Fig. 1: run 1, routing congestion map
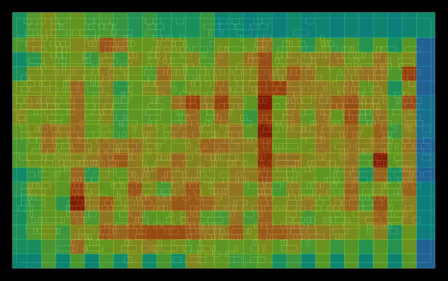
Fig. 2: run 1, metal layers overlaid
Two of the layers only.
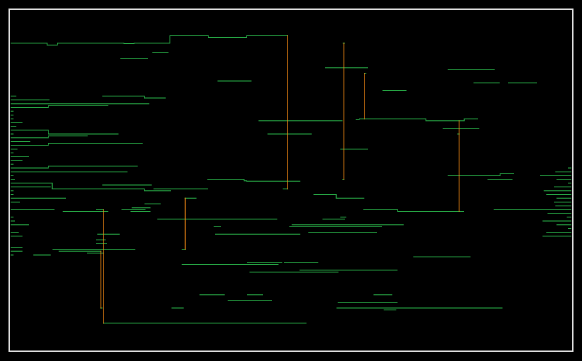
Fig. 3: run 1, where the registers sit
Bar = 50 um.
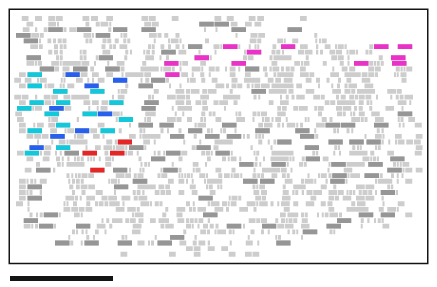
Fig. 4: run 1, selected gate families
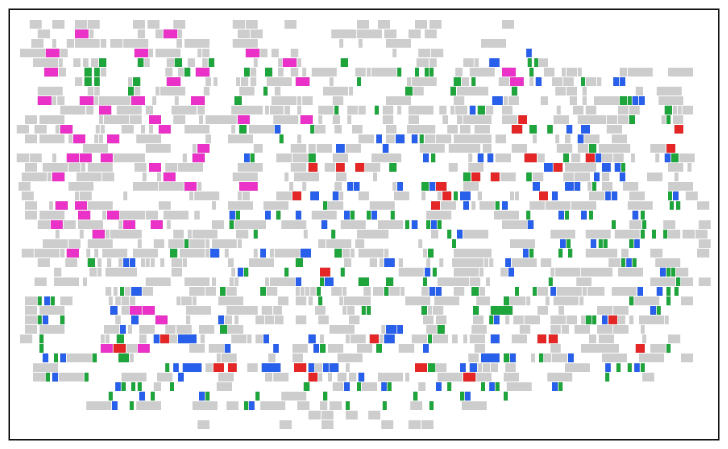
==> config.mk <==
export PLATFORM = sky130hd
export DESIGN_NAME = dvp_capture
export DESIGN_NICKNAME = d
export VERILOG_FILES = /design/src/rtl/dvp_capture.sv
export SDC_FILE = /design/constraint.sdc
export NUM_CORES = 1
export LEC_CHECK = 0
export CAP_MARGIN = 5
export CELL_PAD_IN_SITES_DETAIL_PLACEMENT = 0
export CELL_PAD_IN_SITES_GLOBAL_PLACEMENT = 2
export CORE_ASPECT_RATIO = 0.6
export CORE_MARGIN = 1.5
export CORE_UTILIZATION = 34
export CTS_CLUSTER_DIAMETER = 100
export CTS_CLUSTER_SIZE = 40
export DETAILED_ROUTE_END_ITERATION = 10
export GPL_TIMING_DRIVEN = 0
export PLACE_DENSITY = 0.79
export SETUP_SLACK_MARGIN = 0.1
export SKIP_LAST_GASP = 1
export SLEW_MARGIN = 10
export SYNTH_ARGS = -nofsm -noshare
export SYNTH_HDL_FRONTEND = slang
export SYNTH_SLANG_ARGS = --single-unit
==> constraint.sdc <==
create_clock -name cam_pclk -period 4.93 [get_ports cam_pclk]
set_input_delay 1.2325 -clock cam_pclk [delete_from_list [all_inputs] [get_ports cam_pclk]]
set_output_delay 1.2325 -clock cam_pclk [all_outputs]
set_load 0.1 [all_outputs]
==> flow_metrics.py, run 1 <==
# Synthesis and PnR figures
metrics = {
    "floorplanning": {
        "die_h_um": 122,
        "die_width_um": 202,
        "fp_util": 0.349,
        "core_area_um2": 23200,
    },
    "critical_path": {
        "critPathMaxStageDelay_ps": 560,
        "path_class": "reg -> reg",
        "r2r_slack_ps": 350,
        "start_kind": "register",
        "path_depth": 18,
        "reg2regPathDepth": 18,
        "path_cells": "ha_1 > and2_1 > a221oi_2 > nand2_2 > a311oi_2 > xnor2_1 > inv_1 > ha_1 > nand3_1 > nor3_1 > o31ai_1 > a221oi_2 > nor4b_4 > buf_4 > clkbuf_4 > buf_2 > mux2i_1 > nor2_1",
        "end_kind": "register",
        "arrival_ps": 4880,
    },
    "logic_synthesis": {
        "floorplan.nets": 1121,
        "top_cells_by_count": "128 x dfxtp_1, 127 x nand2_1, 92 x nor2_1",
        "synthCells": 980,
        "ys_warn_count": 0,
        "area_leaders": "dfxtp_1 32%, ha_1 12%, nand2_1 5.9%",
        "ys_sh_adder": 0.126,
        "compound_area_frac": 0.124,
        "top_cell": "dfxtp_1",
        "synth_flops": 128,
        "muxShareOfSynthArea": 0.0625,
        "yosys_cells": 980,
        "enable_flop_cells": 0,
        "ys_sh_simple": 0.237,
        "synthArstFlopShare": 0,
    },
    "sta": {
        "max_clock_freq_mhz": 218,
        "worst_pin_slew_ps": 1040,
        "hold_ws_ps": 460,
        "maxSlewHeadroom": 0.306,
        "post-route-worst-setup-slack_ps": 349,
        "setup_viol": 0,
        "finalHoldViolations": 0,
        "finalMaxSlewViolations": 0,
        "period_used_share": 0.929,
    },
    "power_and_ir_drop": {
        "p_sw_mw": 0.751,
        "finalPower_mw": 2.80,
        "swShare": 0.268,
        "power_frac_seq": 0.389,
        "clock_power_share": 0.464,
        "power_density_nw_per_um2": 277,
    },
    "global_route": {
        "overflow": 0,
        "met1_usage": 0.346,
        "gr-usage-met3": 0.0603,
        "grt_pass1_wl_mm": 39.2,
        "grt_max_degree": 17,
        "busiest_layer": "met1",
        "grt_pass1_vias": 6634,
    },
    "final_layout": {
        "nets": 1238,
        "final_cell_area_um2": 10100,
        "fillers": 2329,
        "utilization": 0.435,
        "layout.area.comb_um2": 5220,
        "layout-drive-gt1-share": 0.0568,
    },
    "hold_path": {
        "min_path_cells": 2,
        "hold_path.class": "reg -> reg",
    },
    "flow_run": {
        "maxCapViolations": 0,
        "warnings": 29,
    },
    "placement": {
        "dpl.cell_count": 1391,
        "dp_slack_ps": -624,
        "hpwl_mm": 20.1,
        "port_buffers": 96,
        "dpl-instance-area_um2": 9440,
        "place_congestion": 0.807,
    },
    "clock_network": {
        "cts_sinks": 128,
        "post_cts_buffers": 0,
        "cts_resized": 4,
        "hold_buffers": 0,
        "clkLatencyLatePin_ps": 430,
        "path_clk_slew_ps": 60,
    },
    "routing": {
        "wl_met3_mm": 1.74,
        "ant_nets": 0,
        "drc": 0,
        "wl_met2_mm": 8.51,
        "routed.top_layer": "met4",
        "wl_met1_mm": 15.0,
        "vias_per_cell": 5.01,
    },
    "run_status": {
        "outcome": "completed",
    },
}
About Fig. 1:
met2 Use GR: 0.258
wire per inst: 17.9 um

About Fig. 2:
M3 -> green  # wire length 1740 um
M4 -> orange  # wire length 233 um
gr usage total: 0.213
DR vias: 7135
WL final: 25.5 mm

About Fig. 3:
g_asmn.acc_q -> blue  # flops 8, where left middle
cnt_pic_q -> red  # flops 4, where left middle
y_q -> magenta  # flops 12
pix_data -> cyan  # flops 16, where left middle
not coloured = 88
register area: 2560 um^2
Seq. pwr: 1.09 mW
Seq/total area: 0.254

About Fig. 4:
nand cells -> green  # cells 184, where all over the die
non-inverting ao/oa cells -> red  # cells 31
mux cells -> magenta  # cells 48
aoi and oai cells -> blue  # cells 132
most frequent logic cell in the layout: dfxtp_1
logic share of the area: 0.517
Final Non-Filler Cells: 1425

run 1: power by group through the flow:
stage / Sequential (mW) / Combinational [mW] / Clock, mW
2_1_floorplan: 1.10 / 0.253 / 0
3_3_place_gp: 1.11 / 0.403 / 0
3_5_place_dp: 1.11 / 0.401 / 0
4_1_cts: 1.09 / 0.407 / 1.32
5_1_grt: 1.09 / 0.455 / 1.37
6_report: 1.09 / 0.411 / 1.30
run 1: area by class of cell:
| class | instances | share of cell area |
|---|---|---|
| clock buffers | 21 | 0.0447 |
| flip-flops and latches | 128 | 0.254 |
| clock inverters | 10 | 0.0136 |
| plain buffers | 49 | 0.0192 |
| repair buffers | 98 | 0.0967 |
| diodes | 1 | 0.000248 |
| multi-input cells | 762 | 0.517 |
| well taps | 315 | 0.0391 |
| inverters | 41 | 0.0153 |
==> inputs of run 2 (changes only) <==
--- a/config.mk
+++ b/config.mk
@@ -22,3 +22,4 @@
 export SYNTH_ARGS = -nofsm -noshare
 export SYNTH_HDL_FRONTEND = slang
 export SYNTH_SLANG_ARGS = --single-unit
+export TNS_END_PERCENT = 50
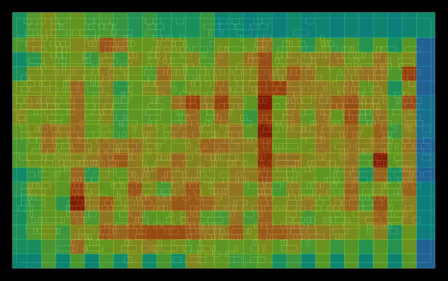
Fig. 5. Routing congestion map (run 2).
met3 Usage GRT: 0.0603
busiest grt layer: met1

==> run 2 against run 1 <==
Effect of this change: clock power about the same; worst hold slack unchanged; combinational power about the same; highest routed layer unchanged; clock skew unchanged; first-iteration DRC count unchanged.
==> flow_metrics.py, run 2 <==
# Synthesis and PnR figures
metrics = {
    "power_and_ir_drop": {
        "clock_power_share": 0.464,
        "power_density_nw_per_um2": 277,
        "power_frac_seq": 0.389,
        "swShare": 0.268,
        "leakage_nw": 3.98,
        "clk-power_mw": 1.30,
        "pg_seq_mw": 1.09,
        "finalPower_mw": 2.80,
        "comb_power_mw": 0.411,
        "p_sw_mw": 0.751,
        "power_top_consumer": "the clock network",
    },
    "run_status": {
        "outcome": "completed",
    },
    "global_route": {
        "grt_pass1_vias": 6634,
        "grt_max_degree": 17,
        "antenna_found_initial": 1,
        "grtUsageTotal": 0.213,
        "met2_usage": 0.258,
    },
    "sta": {
        "setup_viol": 0,
        "post-route-worst-setup-slack_ps": 349,
        "rsz0062_at_grt": "yes",
        "finalHoldViolations": 0,
        "max_clock_freq_mhz": 218,
        "hold_ws_ps": 460,
        "worst_pin_slew_ps": 1040,
        "period_used_share": 0.929,
        "maxSlewHeadroom": 0.306,
    },
    "logic_synthesis": {
        "yosys_cells": 980,
        "enable_flop_cells": 0,
        "top_cells_by_count": "128 x dfxtp_1, 127 x nand2_1, 92 x nor2_1",
        "top_cell": "dfxtp_1",
        "area_leaders": "dfxtp_1 32%, ha_1 12%, nand2_1 5.9%",
        "synthCells": 980,
        "floorplan.nets": 1121,
        "synthArstFlopShare": 0,
        "ys_warn_count": 0,
        "synth_flops": 128,
    },
    "clock_network": {
        "post_cts_buffers": 0,
        "cts_resized": 4,
        "hold_buffers": 0,
        "path_clk_slew_ps": 60,
        "clkLatencyLatePin_ps": 430,
        "cts_sinks": 128,
    },
    "placement": {
        "dpl.cell_count": 1391,
        "hpwl_mm": 20.1,
        "place_congestion": 0.807,
        "port_buffers": 96,
        "dp_slack_ps": -624,
    },
    "final_layout": {
        "final_cell_area_um2": 10100,
        "layout-drive-gt1-share": 0.0568,
        "nets": 1238,
        "fin_cells": 1425,
        "fillers": 2329,
    },
    "floorplanning": {
        "core_area_um2": 23200,
        "die_width_um": 202,
        "fp_util": 0.349,
    },
    "routing": {
        "drc": 0,
        "vias_per_cell": 5.01,
        "wl_met1_mm": 15.0,
        "wl_met2_mm": 8.51,
        "wirelength_mm": 25.5,
        "ant_nets": 0,
        "wl_met3_mm": 1.74,
    },
    "critical_path": {
        "path_cells": "ha_1 > and2_1 > a221oi_2 > nand2_2 > a311oi_2 > xnor2_1 > inv_1 > ha_1 > nand3_1 > nor3_1 > o31ai_1 > a221oi_2 > nor4b_4 > buf_4 > clkbuf_4 > buf_2 > mux2i_1 > nor2_1",
        "arrival_ps": 4880,
        "r2r_slack_ps": 350,
        "end_kind": "register",
        "reg2regPathDepth": 18,
        "critPathMaxStageDelay_ps": 560,
        "path_class": "reg -> reg",
        "start_kind": "register",
    },
    "hold_path": {
        "min_path_cells": 2,
        "hold_path.class": "reg -> reg",
    },
    "flow_run": {
        "maxCapViolations": 0,
        "warnings": 29,
    },
}
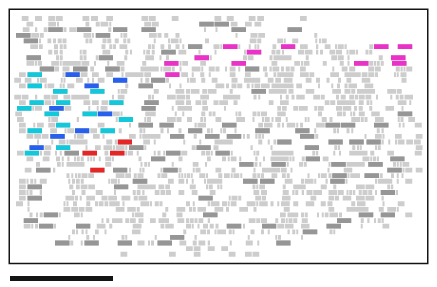
Fig. 6. Where the registers sit (run 2).
Bar = 50 um.
pix_data -> cyan  # flops 16, where left middle
g_asmn.acc_q -> blue  # flops 8, where left middle
y_q -> magenta  # flops 12
cnt_pic_q -> red  # flops 4, where left middle
final core occ: 0.435

run 2: cell counts after synthesis:
No cell type changed its count.
run 2: area by class of cell:
class                   count  area [um^2]  share of cell area
repair buffers             98          976              0.0967
flip-flops and latches    128         2560               0.254
inverters                  41          154              0.0153
diodes                      1         2.50            0.000248
clock inverters            10          138              0.0136
multi-input cells         762         5220               0.517
well taps                 315          394              0.0391
clock buffers              21          450              0.0447
plain buffers              49          194              0.0192
run 2: cells by family after synthesis:
logic type                 after synthesis  synth area share
and+or+nand+nor                        391             0.237
AOI/OAI and AO/OA                      163             0.124
DFF                                    128             0.317
buffers and inverters                   90            0.0426
xor gates and xnor gates                80            0.0918
adders and majority gates               80             0.126
muxes                                   48            0.0625
Power and IR drop assume default switching activity.
